## src/rtl/alarm_notify_scheduler.sv

```systemverilog
// Alarm notification sequencer: SMS first, then a voice call,
// with per-step retries, a cool-down between rounds and a sticky fault.
module alarm_notify_scheduler #(
    parameter int unsigned CLK_FREQ     = 40_000_000,
    parameter int unsigned RESP_TIMEOUT = CLK_FREQ*10-1,
    parameter int unsigned COOLDOWN     = CLK_FREQ*60-1,
    parameter int unsigned MAX_RETRY    = 3
) (
    input  logic       clk,
    input  logic       rst,
    input  logic       enable,
    input  logic       alarm_in,
    input  logic       resp_ok,
    input  logic       resp_err,
    output logic       sms_req,
    output logic       call_req,
    output logic       busy,
    output logic       fault,
    output logic [1:0] attempt
);

    typedef enum logic [2:0] {
        S_IDLE,
        S_SMS,
        S_CALL,
        S_COOL,
        S_FAULT
    } state_t;

    state_t      state_q, state_d;
    logic        gap_q, gap_d;
    logic [31:0] cnt_q, cnt_d;
    logic [1:0]  attempt_q, attempt_d;
    logic        sms_q, sms_d;
    logic        call_q, call_d;
    logic        busy_q, busy_d;
    logic        fault_q, fault_d;
    logic        alarm_prev_q, alarm_prev_d;
    logic        seen_low_q, seen_low_d;

    logic        rise;
    logic        timeout;
    logic        retry_ok;
    logic [31:0] cnt_inc;

    // Edge qualifier, saturating increment and retry budget
    always_comb begin
        rise     = alarm_in & ~alarm_prev_q & seen_low_q;
        timeout  = (cnt_q == RESP_TIMEOUT);
        retry_ok = (({30'd0, attempt_q} + 32'd1) < MAX_RETRY);
        cnt_inc  = (cnt_q == 32'hFFFF_FFFF) ? cnt_q : cnt_q + 32'd1;
    end

    // Next-state and registered-output computation
    always_comb begin
        state_d      = state_q;
        gap_d        = 1'b0;
        cnt_d        = cnt_q;
        attempt_d    = attempt_q;
        fault_d      = fault_q;
        sms_d        = 1'b0;
        call_d       = 1'b0;
        alarm_prev_d = alarm_in;
        seen_low_d   = seen_low_q | ~alarm_in;

        if ((state_q != S_IDLE) && !enable) begin
            state_d   = S_IDLE;
            cnt_d     = '0;
            attempt_d = '0;
        end else begin
            unique case (state_q)
                S_IDLE: begin
                    cnt_d = '0;
                    if (enable && rise) begin
                        state_d   = S_SMS;
                        attempt_d = '0;
                        fault_d   = 1'b0;
                        sms_d     = 1'b1;
                    end
                end
                S_SMS, S_CALL: begin
                    if (gap_q) begin
                        // Retry gap: responses are ignored here
                        cnt_d  = '0;
                        sms_d  = (state_q == S_SMS);
                        call_d = (state_q == S_CALL);
                    end else if (resp_ok) begin
                        attempt_d = '0;
                        cnt_d     = '0;
                        if (state_q == S_SMS) begin
                            state_d = S_CALL;
                            call_d  = 1'b1;
                        end else begin
                            state_d = S_COOL;
                        end
                    end else if (resp_err || timeout) begin
                        cnt_d = '0;
                        if (retry_ok) begin
                            gap_d     = 1'b1;
                            attempt_d = attempt_q + 2'd1;
                        end else begin
                            state_d = S_FAULT;
                            fault_d = 1'b1;
                        end
                    end else begin
                        cnt_d  = cnt_inc;
                        sms_d  = (state_q == S_SMS);
                        call_d = (state_q == S_CALL);
                    end
                end
                S_COOL: begin
                    if (cnt_q == COOLDOWN) begin
                        cnt_d = '0;
                        if (alarm_in && enable) begin
                            state_d   = S_SMS;
                            attempt_d = '0;
                            sms_d     = 1'b1;
                        end else begin
                            state_d = S_IDLE;
                        end
                    end else begin
                        cnt_d = cnt_inc;
                    end
                end
                S_FAULT: begin
                    fault_d = 1'b1;
                    cnt_d   = '0;
                    if (!alarm_in) begin
                        state_d = S_IDLE;
                    end
                end
                default: begin
                    state_d   = S_IDLE;
                    cnt_d     = '0;
                    attempt_d = '0;
                end
            endcase
        end

        busy_d = (state_d != S_IDLE);
    end

    // State and output registers with synchronous reset
    always_ff @(posedge clk) begin
        if (rst) begin
            state_q      <= S_IDLE;
            gap_q        <= 1'b0;
            cnt_q        <= '0;
            attempt_q    <= '0;
            sms_q        <= 1'b0;
            call_q       <= 1'b0;
            busy_q       <= 1'b0;
            fault_q      <= 1'b0;
            alarm_prev_q <= 1'b0;
            seen_low_q   <= 1'b0;
        end else begin
            state_q      <= state_d;
            gap_q        <= gap_d;
            cnt_q        <= cnt_d;
            attempt_q    <= attempt_d;
            sms_q        <= sms_d;
            call_q       <= call_d;
            busy_q       <= busy_d;
            fault_q      <= fault_d;
            alarm_prev_q <= alarm_prev_d;
            seen_low_q   <= seen_low_d;
        end
    end

    assign sms_req  = sms_q;
    assign call_req = call_q;
    assign busy     = busy_q;
    assign fault    = fault_q;
    assign attempt  = attempt_q;

endmodule

```

## config.mk

```make
export PLATFORM = sky130hd
export DESIGN_NAME = alarm_notify_scheduler
export DESIGN_NICKNAME = d
export VERILOG_FILES = /design/src/rtl/alarm_notify_scheduler.sv
export SDC_FILE = /design/constraint.sdc
export NUM_CORES = 1
export LEC_CHECK = 0
export ABC_AREA = 1
export CORE_MARGIN = 2
export CORE_UTILIZATION = 55
export CTS_BUF_LIST = sky130_fd_sc_hd__clkbuf_2
export CTS_CLUSTER_SIZE = 24
export DETAILED_ROUTE_END_ITERATION = 10
export PLACE_DENSITY = 0.73
export SLEW_MARGIN = 25
export SYNTH_ARGS = -nofsm -noshare
export SYNTH_HDL_FRONTEND = slang
export SYNTH_SLANG_ARGS = --single-unit
```

## constraint.sdc

```tcl
create_clock -name clk -period 1.85 [get_ports clk]
set_input_delay 0.555 -clock clk [delete_from_list [all_inputs] [get_ports clk]]
set_output_delay 0.555 -clock clk [all_outputs]
set_load 0.1 [all_outputs]
```

### Clock wiring as the flow saved it, run 1

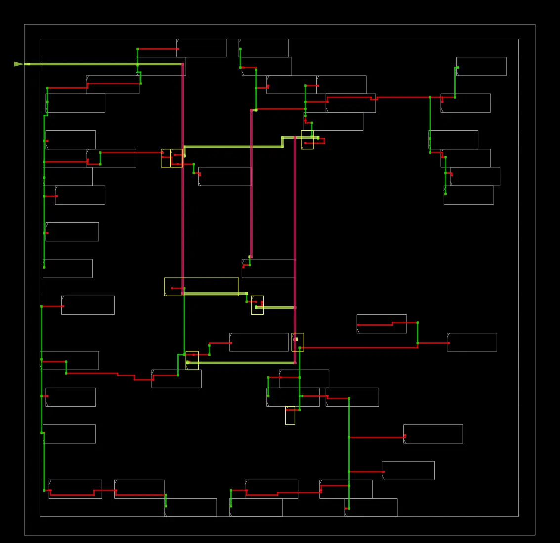
P_clk: 0.000539 W
cts bufs inserted: 5

### Clock distribution, run 1

Drawn at 6 px/µm.
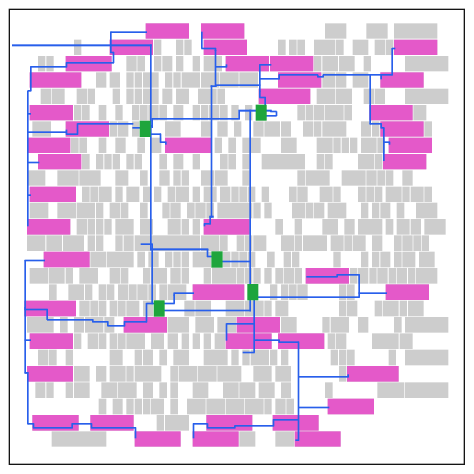
legend:
  blue:
    item: clock wires
    length: 558 µm
  magenta:
    item: flip-flops
    count: 44
  green:
    item: clock drivers
    count: 5
flops lie: widely spread
routed clock nets: 6
clock share of power: 31.8%
Insertion Delay late pin: 0.42 ns
final worst clock skew: 0.0262 ns

==> changes_impl.md, run 1 <==
## Flow update

- Status: finished clean
- Sequential element share of the synthesized area: between 30% and 40%
- Top cells by area: dfxtp_1 31%, nand2_1 12%, nor2_1 9.3%
- Diode count: 0
- Post-synth ARST share: 0%
- Final net count: ~480
- CP startpoint: state_q[2]
- Period utilization: 94.2%
- Final-layout clock buffer total: 5
- Crit-path leading delay family: simple AND/OR/NAND/NOR gates
- Mean post-synth cell area: 6.60 µm²
- Initial detailed-routing violation count: between 100 and 150
- Std-Cell Core Area: 5010 µm²
- Placed Area: 3220 µm²
- Setup bufs post-CTS: 0
- Post-detail-place hpwl: approximately 5.3 mm
- Logic cell area: 1750 µm²
- LEAKAGE: roughly 1.4 nW
- Internal power: around 0.0013 W
- First-pass GRT wire length: 11.1 mm
- Critical Path Start Type: flop
- R2r startpoint: state_q[2]
- Crit path DAT: ~2.1 ns
- Buffers outside the clock class: between 40 and 50
- HP Class: reg -> reg
- RR Endpoint: cnt_q[6]
- Final setup viols: 0
- Min Clock Period, post-route: roughly 1.7 ns
- PnR Total Power: 0.00169 W
- Reg2Reg Depth: 10
- DP Worst Slack: -0.279 ns
- Max-Cap Viols: 0
- Met2 Wirelength: approximately 3.6 mm
- Number of cell rows: 26
- Main flop type: dfxtp_1
- XOR/XNOR Fraction of Synth Area: 5.28%
- Pre-Place Util: between 50 and 60%
- Fraction of layout cells with a size suffix above 1: between 20% and 30%
- Met1 WL: ~2.9 mm
- RSZ-0062 raised after global routing: true
- Met1 Use GR: a little under a third
- Ys Warns: 0
- Top sig layer: met4
- Comb pwr share: roughly 11%
- Crit-path slowest cell: dfxtp_1
- Die Area: between 5000 and 6000 µm²
- CTS tree: done
- Cts repair resizes: 0
- Logic power comb: approximately 0.00019 W
- Buffers and inverters on the worst path: 3
- Sequential group share of total power: between 50% and 60%
- Layout non-clock buf frac: 11.9%
- Drt pass-1 iters: 8
- Top-count cell post-synth: nand2_1
- Max reg flops: 32
- Count of library flops with an enable pin: 0
- Max-slew headroom: a little over two thirds
- Hold Fails Final Rpt: 0
- Die Y: about 76 µm
- Largest net degree at the start of global routing: 29
- Num ports: 12
- Routability cong.: 0.984
- Signal inverters: a little over 60
### Routed metal, one colour a layer, run 1

Drawn at 4 px/µm.
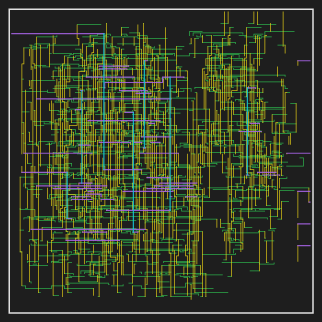
legend:
  yellow:
    layer: metal 2
    wire_length: 3590 µm
  cyan:
    layer: metal 4
    wire_length: 175 µm
  green:
    layer: metal 1
    wire_length: 2940 µm
  purple:
    layer: metal 3
    wire_length: 415 µm
total length of routed wires: 7.12 mm
Tot GR Track Use: 25.7%
Vias: 2883

### Signal wires on met3, run 1

Drawn at 6 px/µm.
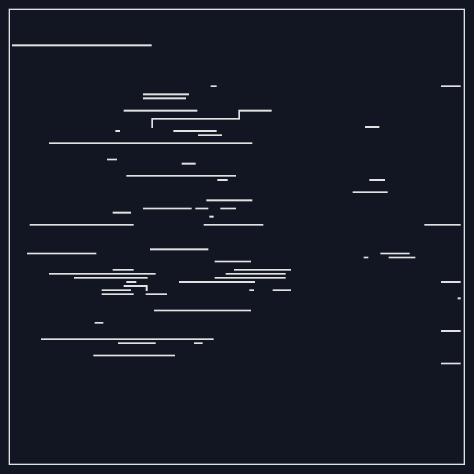
share of all routed wire: 5.8%
main direction: horizontal
longest straight run: 33.6 µm
GRT met3 Usage: 3.70%

==> run 1 -> run 2 <==
CTS_CLUSTER_SIZE = 28   (was 24)
DONT_BUFFER_PORTS = 1   (was unset)
PLACE_DENSITY = 0.7   (was 0.73)
### Clock wiring as the flow saved it, run 2

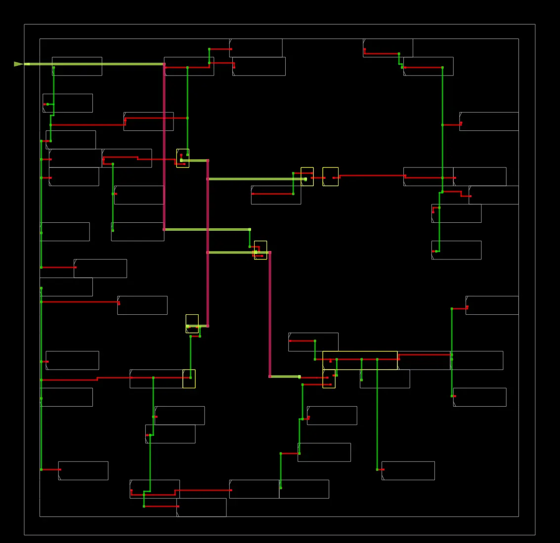
CTS Sinks: 44
P_clk: 0.000558 W
final worst clock skew: 0.0128 ns

### Routed metal, one colour a layer, run 2

Drawn at 4 px/µm.
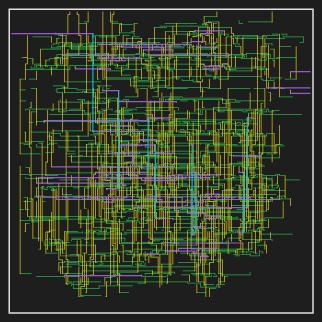
legend:
  cyan:
    layer: metal 4
    wire_length: 156 µm
  yellow:
    layer: metal 2
    wire_length: 3220 µm
  green:
    layer: metal 1
    wire_length: 3420 µm
  purple:
    layer: metal 3
    wire_length: 632 µm
Vias: 2842
WL/cell: 14.1 µm
Tot GR Track Use: 26.4%
total length of routed wires: 7.42 mm

==> run 2 against run 1 <==
  * Synthesized area unchanged
  * Worst hold slack got worse by 0.35 ns
  * First-iteration DRC count grew 85%
  * Clock skew shrank 0.013 ns
==> changes_impl.md, run 2 <==
## Flow update

- Met2 Wirelength: 3.22 mm (-10%)
- CTS tree: done
- Crit path DAT: 2.13 ns (+0.04 ns)
- Num ports: 12 (unchanged)
- Post-detail-place hpwl: 5.45 mm (+2.9%)
- Max-Cap Viols: 0 (unchanged)
- GRT met3 Usage: 8.33% (+4.6 points)
- HP Class: in -> reg
- Tap cells: approximately 70
- Logic cell area: 1750 µm² (-0.29%)
- Signal inverters: 61 (unchanged)
- Largest net degree at the start of global routing: 22 (-24%)
- Drt pass-1 iters: 5 (-3)
- Min Clock Period, post-route: 1.78 ns (+0.0335 ns)
- Final Util: approximately 64%
- Fin cells: 527
- Die Area: 5710 µm² (unchanged)
- First-pass GRT wire length: 11.1 mm (-0.19%)
- Cts bufs inserted: 5 (unchanged)
- Crit-path slowest cell: dfxtp_1
- Logic power comb: 0.000141 W (-25%)
- Die Y: 75.6 µm (unchanged)
- Max-slew headroom: 73.1% (+3.0 points)
- RR Endpoint: cnt_q[25]
- Number of cell rows: 26 (unchanged)
- Placed Area: 3050 µm² (-5.4%)
- Critical Path Start Type: flop
- Internal power: 0.00123 W (-2.0%)
- Final-layout clock buffer total: 5 (unchanged)
- Routability cong.: 0.986 (+0.21%)
- Top sig layer: met4
- Post-synth ARST share: 0% (unchanged)
- Comb pwr share: 8.5% (-2.7 points)
- Cts repair resizes: 0 (unchanged)
- Hold Fails Final Rpt: 0 (unchanged)
- Sequential element share of the synthesized area: 31.2% (unchanged)
- Count of library flops with an enable pin: 0 (unchanged)
- Met1 WL: 3.42 mm (+16%)
- Sequential group share of total power: 58.1% (+1.1 points)
- Buffers and inverters on the worst path: 0 (-3)
- Reg2Reg Depth: 7 (-3)
- Top cells by area: dfxtp_1 31%, nand2_1 12%, nor2_1 9.3%
- Clock share of power: 33.5% (+1.7 points)
- Diode count: 0 (unchanged)
- LEAKAGE: 1.29 nW (-6.7%)
- Status: finished clean
- Buffers outside the clock class: 24 (-44%)
- Ys Warns: 0 (unchanged)
- Final net count: 465 (-3.5%)
- Final setup viols: 0 (unchanged)
- Mean post-synth cell area: 6.60 µm² (unchanged)
- CP startpoint: cnt_q[5]
- Top-count cell post-synth: nand2_1
- R2r startpoint: cnt_q[5]
- Setup bufs post-CTS: 0 (unchanged)
- Crit-path leading delay family: simple AND/OR/NAND/NOR gates
- Pre-Place Util: 56.3% (unchanged)
- Insertion Delay late pin: 0.42 ns (about the same)
- Std-Cell Core Area: 5010 µm² (unchanged)
- PnR Total Power: 0.00167 W (-1.6%)
==> run 2 -> run 3 <==
ABC_CLOCK_PERIOD_IN_PS = 1850   (was unset)
CORE_UTILIZATION = 65   (was 55)
PLACE_DENSITY = 0.81   (was 0.7)
SKIP_CTS_REPAIR_TIMING = 1   (was unset)
### Signal wires on met3, run 3

Drawn at 6 px/µm.
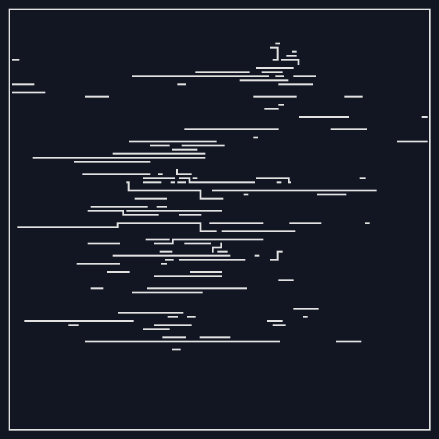
share of all routed wire: 8.6%
nets with wire on the layer: 70
main direction: horizontal
longest straight run: 32.2 µm
GRT met3 Usage: 6.06%
total length of routed wires: 7.51 mm

### Clock distribution, run 3

Drawn at 6 px/µm.
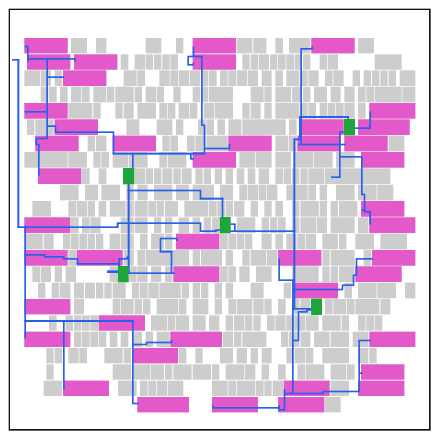
legend:
  green:
    item: clock drivers
    count: 5
  blue:
    item: clock wires
    length: 539 µm
  magenta:
    item: flip-flops
    count: 44
routed clock nets: 6
flops lie: widely spread
clock share of power: 33.4%
final worst clock skew: 0.0345 ns
Insertion Delay late pin: 0.45 ns

==> run 3 against run 2 <==
  * Register-to-register slack got worse by 0.03 ns
  * Wire length up 1.1%
  * Flip-flop count unchanged
  * Final cell count down 3.2%
  * Combinational power grew 4%
  * Global-route usage grew 2.7 points
  * Synthesized cell count stayed put
  * Highest routed layer unchanged
==> changes_impl.md, run 3 <==
## Flow update

- Status: finished clean
- Final net count: 468 (+0.65%)
- Max-Cap Viols: 0 (unchanged)
- Met1 WL: 3.30 mm (-3.5%)
- Syn nets: roughly 440
- Met2 Wirelength: 3.25 mm (+0.84%)
- Top cells by area: dfxtp_1 31%, nand2_1 12%, nor2_1 9.3%
- Post-Place Cells: roughly 490
- First-pass GRT wire length: 11.3 mm (+1.2%)
- Fin cells: 510 (-3.2%)
- LEAKAGE: 1.28 nW (-0.24%)
- Largest class: multi-input combinational cells
- Placed Area: 3000 µm² (-1.7%)
- Buffers and inverters on the worst path: 2 (+2)
- Top sig layer: met4
- Buffers outside the clock class: 28 (+17%)
- Crit-path leading delay family: simple AND/OR/NAND/NOR gates
- Die Y: 69.9 µm (-7.6%)
- Top-count cell post-synth: nand2_1
- Critical Path Start Type: flop
- Final Util: 78.9% (+14 points)
- Die Area: 4880 µm² (-15%)
- Pre-Place Util: 69.0% (+13 points)
- Slew @ Worst Pin: 0.430 ns
- Main flop type: dfxtp_1
- Ys Warns: 0 (unchanged)
- HP Class: in -> reg
- Area grow syn2layout: 14.4%
- Sequential group share of total power: 57.8% (-0.3 points)
- Largest net degree at the start of global routing: 29 (+32%)
- Vias: 2953 (+3.9%)
- Synthesized registers: roughly 44
- P_clk: 0.000557 W (about the same)
- Global route total overflow: 0
- Diode count: 0 (unchanged)
- Drt pass-1 iters: 5 (unchanged)
- PnR Total Power: 0.00167 W (about the same)
- Tap cells: 50 (-29%)
- Post-detail-place hpwl: 5.30 mm (-2.8%)
- CTS Sinks: 44 (unchanged)
- Min Clock Period, post-route: 1.80 ns (+0.0254 ns)
- Num ports: 12 (unchanged)
- Signal inverters: 61 (unchanged)
- CP startpoint: state_q[2]
- XOR/XNOR Fraction of Synth Area: approximately 5.3%
- Setup_tns: 0 ns
- Tot GR Track Use: 29.1% (+2.7 points)
- Crit-path slowest cell: dfxtp_1
- Crit path DAT: 2.19 ns (+0.06 ns)
- Count of tool warnings: 28
- Logic power comb: 0.000146 W (+4%)
- Top cells excl fill/tap: 92 x nand2_1, 65 x nor2_1, 53 x inv_1
- Std-Cell Core Area: 4090 µm² (-18%)
- Max-slew headroom: 71.1% (-2.0 points)
- Clk buf depth: 2
- Cts bufs inserted: 5 (unchanged)
- Comb pwr share: 8.8% (+0.3 points)
- WL/cell: 14.7 µm (+4.5%)
- Count of library flops with an enable pin: 0 (unchanged)
- Logic cell area: 1740 µm² (-0.36%)
- Post-synth ARST share: 0% (unchanged)
- Number of cell rows: 23 (-12%)
- Fin worst setup slack: around 0.047 ns
- Internal power: 0.00123 W (+0.19%)
- Crit Path Max Fanout: 8
- Mean post-synth cell area: 6.60 µm² (unchanged)
- Syn Inst Count: 427
- CTS tree: done
- RR Endpoint: cnt_q[18]
- Hold Fails Final Rpt: 0 (unchanged)
- Sequential element share of the synthesized area: 31.2% (unchanged)
- Reg2Reg Depth: 9 (+2)
- R2r startpoint: state_q[2]
- Routability cong.: 1.04 (+5.9%)
- Final setup viols: 0 (unchanged)

## Gallery

Logic cells by family.
Drawn at 4 px/µm.
Plate I
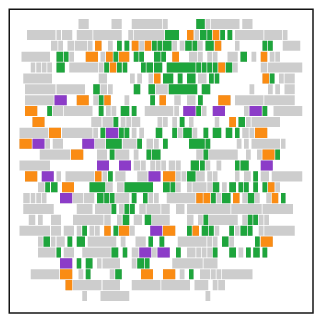
Plate II
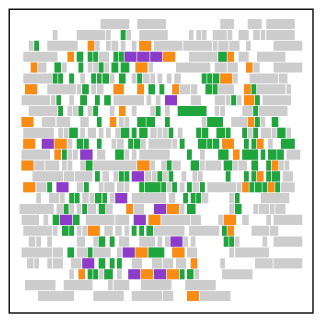
Plate III
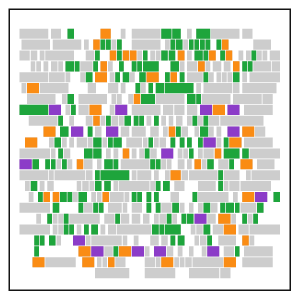
Plate II comes from run 1.
Plate III comes from run 3.
Plate I comes from run 2.
- smallest die: Plate III

Power is estimated from default activity; no workload was simulated.
